===== config.mk =====
export PLATFORM = sky130hd
export DESIGN_NAME = mul_div_unit_flat
export DESIGN_NICKNAME = d
export VERILOG_FILES = /design/src/rtl/mul_div_if.sv /design/src/rtl/mul_div_unit.sv /design/src/flat_wrapper.sv
export SDC_FILE = /design/constraint.sdc
export NUM_CORES = 1
export LEC_CHECK = 0
export CORE_UTILIZATION = 50
export CTS_BUF_LIST = sky130_fd_sc_hd__clkbuf_16
export CTS_CLUSTER_DIAMETER = 120
export DETAILED_ROUTE_END_ITERATION = 10
export PLACE_DENSITY_LB_ADDON = 0.05
export SYNTH_ARGS = -nofsm -noshare
export SYNTH_HDL_FRONTEND = slang
export SYNTH_SLANG_ARGS = --single-unit

===== constraint.sdc =====
create_clock -name clk -period 9.7 [get_ports clk]
set_clock_uncertainty 0.15 [all_clocks]
set_input_delay 1.94 -clock clk [delete_from_list [all_inputs] [get_ports clk]]
set_output_delay 1.94 -clock clk [all_outputs]
set_load 0.05 [all_outputs]

===== src/rtl/mul_div_if.sv =====
// mul_div_if: start/busy/done handshake, operands and HI/LO results of the multiply/divide unit
interface mul_div_if #(parameter int WIDTH = 32);
  logic start;
  logic [2:0] op;
  logic [WIDTH-1:0] a, b;
  logic flush;
  logic ready, busy, done, div_zero;
  logic [WIDTH-1:0] hi, lo;
  modport master(output start, op, a, b, flush, input ready, busy, done, div_zero, hi, lo);
  modport slave(input start, op, a, b, flush, output ready, busy, done, div_zero, hi, lo);
endinterface


===== src/rtl/mul_div_unit.sv =====
// mul_div_unit: iterative signed/unsigned MULT/DIV with architectural HI/LO and MTHI/MTLO writes
module mul_div_unit #(parameter int WIDTH = 32) (
  input logic clk,
  input logic rst_n,
  mul_div_if.slave bus
);
  localparam int CW = $clog2(WIDTH);
  typedef enum logic [1:0] {IDLE, BUSY, DONE} state_t;
  state_t state, state_nx;
  logic [CW-1:0] cnt;
  logic is_div, neg_q, neg_r, dz, accept, last, sa, sb;
  logic [WIDTH-1:0] acc, q, m, hi, lo, acc_nx, q_nx, quo, rem;
  logic [WIDTH:0] mul_sum, rem_s, diff;
  logic [2*WIDTH-1:0] prod;
  assign accept = bus.start && !bus.flush && state != BUSY;
  assign last = state == BUSY && cnt == CW'(WIDTH-1);
  // a zero divisor keeps the dividend unsigned so the core naturally returns hi=a, lo=all ones
  assign sa = !bus.op[0] && bus.a[WIDTH-1] && !(bus.op[1] && bus.b == '0);
  assign sb = !bus.op[0] && bus.b[WIDTH-1];
  always_comb begin
    mul_sum = {1'b0, acc} + (q[0] ? {1'b0, m} : '0);
    rem_s = {acc, q[WIDTH-1]};
    diff = rem_s - {1'b0, m};
    acc_nx = is_div ? (diff[WIDTH] ? rem_s[WIDTH-1:0] : diff[WIDTH-1:0]) : mul_sum[WIDTH:1];
    q_nx = is_div ? {q[WIDTH-2:0], !diff[WIDTH]} : {mul_sum[0], q[WIDTH-1:1]};
    prod = neg_q ? -{acc_nx, q_nx} : {acc_nx, q_nx};
    quo = neg_q ? -q_nx : q_nx;
    rem = neg_r ? -acc_nx : acc_nx;
  end
  always_comb begin
    state_nx = IDLE;
    if (state == BUSY) begin
      if (bus.flush) state_nx = IDLE;
      else if (last) state_nx = DONE;
      else state_nx = BUSY;
    end else if (accept) state_nx = bus.op[2] ? DONE : BUSY;
  end
  always_ff @(posedge clk or negedge rst_n)
    if (!rst_n) begin
      state <= IDLE;
      cnt <= '0;
      is_div <= 1'b0;
      neg_q <= 1'b0;
      neg_r <= 1'b0;
      dz <= 1'b0;
      acc <= '0;
      q <= '0;
      m <= '0;
      hi <= '0;
      lo <= '0;
    end else begin
      state <= state_nx;
      if (accept) begin
        cnt <= '0;
        is_div <= bus.op[1];
        neg_q <= sa ^ sb;
        neg_r <= sa;
        dz <= bus.op[2:1] == 2'b01 && bus.b == '0;
        acc <= '0;
        q <= sa ? -bus.a : bus.a;
        m <= sb ? -bus.b : bus.b;
        if (bus.op == 3'b100) hi <= bus.a;
        if (bus.op == 3'b101) lo <= bus.a;
      end else if (state == BUSY) begin
        cnt <= cnt + 1'b1;
        acc <= acc_nx;
        q <= q_nx;
        if (last && !bus.flush) begin
          hi <= is_div ? rem : prod[2*WIDTH-1:WIDTH];
          lo <= is_div ? quo : prod[WIDTH-1:0];
        end
      end
    end
  assign bus.ready = state != BUSY;
  assign bus.busy = state == BUSY;
  assign bus.done = state == DONE;
  assign bus.div_zero = state == DONE && dz;
  assign bus.hi = hi;
  assign bus.lo = lo;
endmodule


===== src/flat_wrapper.sv =====
// flat-port wrapper written by rule: the top's interface ports become plain ports
module mul_div_unit_flat 
#(parameter int WIDTH = 32)
  (clk, rst_n, bus_start, bus_op, bus_a, bus_b, bus_flush, bus_ready, bus_busy, bus_done, bus_div_zero, bus_hi, bus_lo);
  mul_div_if #(.WIDTH(WIDTH)) bus_i ();
  input logic clk;
  input logic rst_n;
  input wire logic [$bits(bus_i.start)-1:0] bus_start;
  input wire logic [$bits(bus_i.op)-1:0] bus_op;
  input wire logic [$bits(bus_i.a)-1:0] bus_a;
  input wire logic [$bits(bus_i.b)-1:0] bus_b;
  input wire logic [$bits(bus_i.flush)-1:0] bus_flush;
  output wire logic [$bits(bus_i.ready)-1:0] bus_ready;
  output wire logic [$bits(bus_i.busy)-1:0] bus_busy;
  output wire logic [$bits(bus_i.done)-1:0] bus_done;
  output wire logic [$bits(bus_i.div_zero)-1:0] bus_div_zero;
  output wire logic [$bits(bus_i.hi)-1:0] bus_hi;
  output wire logic [$bits(bus_i.lo)-1:0] bus_lo;
  assign bus_i.start = bus_start;
  assign bus_i.op = bus_op;
  assign bus_i.a = bus_a;
  assign bus_i.b = bus_b;
  assign bus_i.flush = bus_flush;
  assign bus_ready = bus_i.ready;
  assign bus_busy = bus_i.busy;
  assign bus_done = bus_i.done;
  assign bus_div_zero = bus_i.div_zero;
  assign bus_hi = bus_i.hi;
  assign bus_lo = bus_i.lo;
  mul_div_unit #(.WIDTH(WIDTH)) u_core (.clk(clk), .rst_n(rst_n), .bus(bus_i));
endmodule

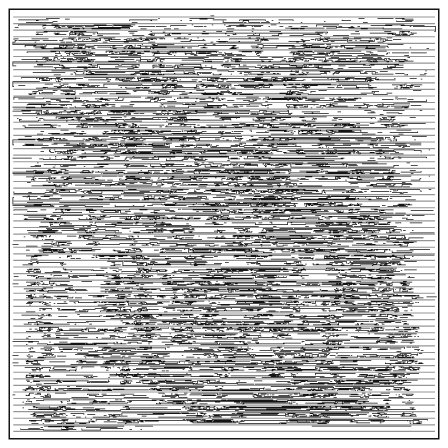
**Above:** run 1 (met1 routing).
Supply wires on this layer in gray.
nets with wire on the layer: 2043
longest straight run: 70.8 um

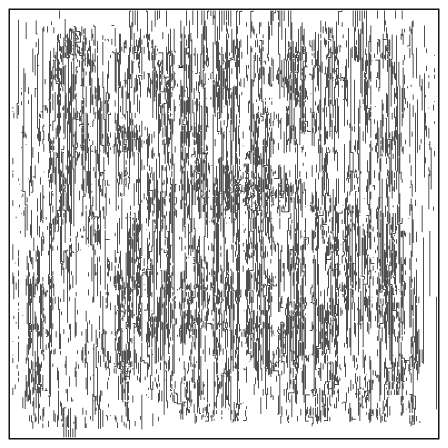
**Above:** run 1 (metal 2).
share of all routed wire: 41%
main direction: vertical
nets with wire on the layer: 1841
longest straight run: 67.0 um

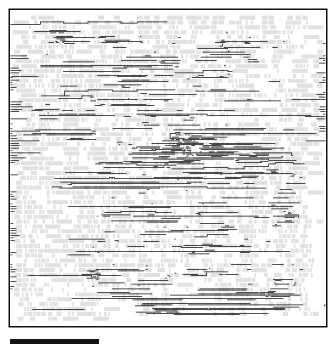
**Above:** run 1 (met3 routing).
The bar under the picture is 50 um long. Cells faint in the background.
nets with wire on the layer: 331
longest straight run: 126 um

==> impl_metrics.env, run 1 <==
# implementation run metrics
export IMPL_yosysChipArea_um2=15300
export IMPL_buffers=162
export IMPL_pre_cts_slack_ns=3.62
export IMPL_top_cell_area_share=0.280
export IMPL_yosys_area_share_adder=0.0598
export IMPL_ys_cells=1986
export IMPL_die_x_um=177
export IMPL_clk_latency_ns=0.46
export IMPL_ir_drop_uv=179
export IMPL_cp_start_kind="flip-flop"
export IMPL_seq_cell_count=171
export IMPL_postCtsResizedCells=0
export IMPL_hold_path_startpoint="u_core.bus.hi[2]"
export IMPL_ys_types=89
export IMPL_synthAoiAreaFrac=0.270
export IMPL_arrival_ns=6.07
export IMPL_syn_area_per_cell_um2=7.71
export IMPL_layout_cells_most_common="nand2_1"
export IMPL_wl_met2_mm=23.3
export IMPL_grtUsageMet1=0.521
export IMPL_outcome="complete, no violations"
export IMPL_io_pins=139
export IMPL_rows=63
export IMPL_required_ns=9.87
export IMPL_clock_buffers=17
export IMPL_reg2reg_from="u_core.q[31]"
export IMPL_ant_nets=0
export IMPL_clockRootBuffer="clkbuf_16"
export IMPL_wl_per_cell_um=22.8
export IMPL_setup_viol=0
export IMPL_power_frac_seq=0.234
export IMPL_antenna_cells=0
export IMPL_final_cell_area_um2=17600
export IMPL_grt_pass1_vias=14900
export IMPL_instances_no_fill=2469
export IMPL_hold_path_depth=2
export IMPL_htreeDepth=4
export IMPL_flop_cell="dfrtp_1"
export IMPL_power_total_mw=4.90
export IMPL_regArea_um2=4280
export IMPL_grt_usage=0.363
**Run 1: signal wires on met4**

Supply wires on this layer in gray. Cells faint in the background.
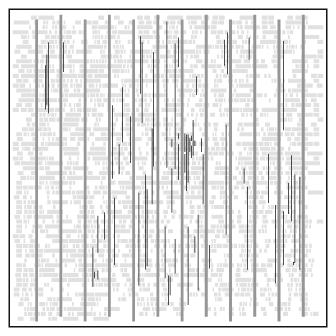

==> run 1 -> run 2 <==
==> constraint.sdc (replaced) <==
create_clock -name clk -period 4.84 [get_ports clk]
set_clock_uncertainty 0.15 [all_clocks]
set_input_delay 0.968 -clock clk [delete_from_list [all_inputs] [get_ports clk]]
set_output_delay 0.968 -clock clk [all_outputs]
set_load 0.05 [all_outputs]
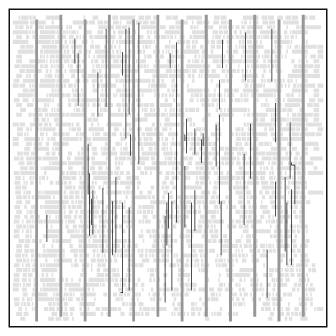
**Above:** run 2 (signal wires on met4).
Supply wires on this layer in gray. Cells faint in the background.
wire length on this layer: 1560 um
share of all routed wire: 2.7%

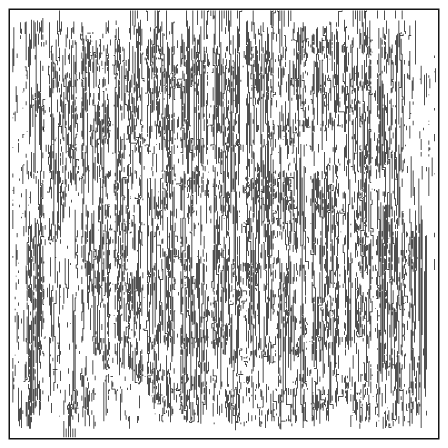
**Above:** run 2 (metal 2).
longest straight run: 66.3 um
share of all routed wire: 42%
main direction: vertical
nets with wire on the layer: 1981
wire length on this layer: 24.5 mm

==> run 2 against run 1 <==
Final cell count up 5.5%. Register-to-register slack worse by 3.7 ns. Routed wire length up 3.7%. Global-route usage up 1.3 points. Worst hold slack worse by 0.0023 ns. Die size unchanged. Critical path depth down 1. Synthesized cell count unchanged. Worst setup slack worse by 3.7 ns. Flip-flop count unchanged.
==> impl_metrics.env, run 2 <==
# implementation run metrics
export IMPL_outcome="complete, no violations"
export IMPL_seq_area_frac=0.228
export IMPL_syn_area_per_cell_um2=7.71
export IMPL_grtUsageMet1=0.546
export IMPL_flop_cell="dfrtp_1"
export IMPL_cp_start_kind="flip-flop"
export IMPL_hold_class="reg2reg"
export IMPL_cts_buffers_inserted=17
export IMPL_instances_no_fill=2606
export IMPL_antenna_cells=0
export IMPL_ir_drop_uv=356
export IMPL_postCtsResizedCells=3
export IMPL_reg2reg_from="u_core.q[31]"
export IMPL_clk_latency_ns=0.46
export IMPL_top_cell_area_share=0.280
export IMPL_htreeDepth=4
export IMPL_buffers=299
export IMPL_seq_cell_count=171
export IMPL_startpoint="u_core.q[31]"
export IMPL_power_frac_seq=0.216
export IMPL_io_pins=139
export IMPL_ant_nets=0
export IMPL_clock_buffers=17
export IMPL_final_cell_area_um2=18800
export IMPL_power_total_mw=10.5
export IMPL_clockRootBuffer="clkbuf_16"
export IMPL_required_ns=5.07
export IMPL_grt_pass1_vias=15300
export IMPL_setup_viol=0
export IMPL_wl_per_cell_um=22.4
export IMPL_synthAoiAreaFrac=0.270
export IMPL_yosysChipArea_um2=15300
export IMPL_die_x_um=177
export IMPL_ys_types=89
export IMPL_crit_family="simple AND/OR/NAND/NOR gates"
export IMPL_hold_path_depth=1
export IMPL_rows=63
export IMPL_setup_ws_ns=0.121
export IMPL_gp_congestion=1.01
export IMPL_drt_pass1_iterations=5
export IMPL_layout_cells_most_common="nand2_1"
export IMPL_worstSetupPathType="reg2reg"
export IMPL_yosys_area_share_adder=0.0598
export IMPL_arrival_ns=4.95
export IMPL_pre_cts_slack_ns=-0.132
export IMPL_regArea_um2=4280
export IMPL_grt_usage=0.376
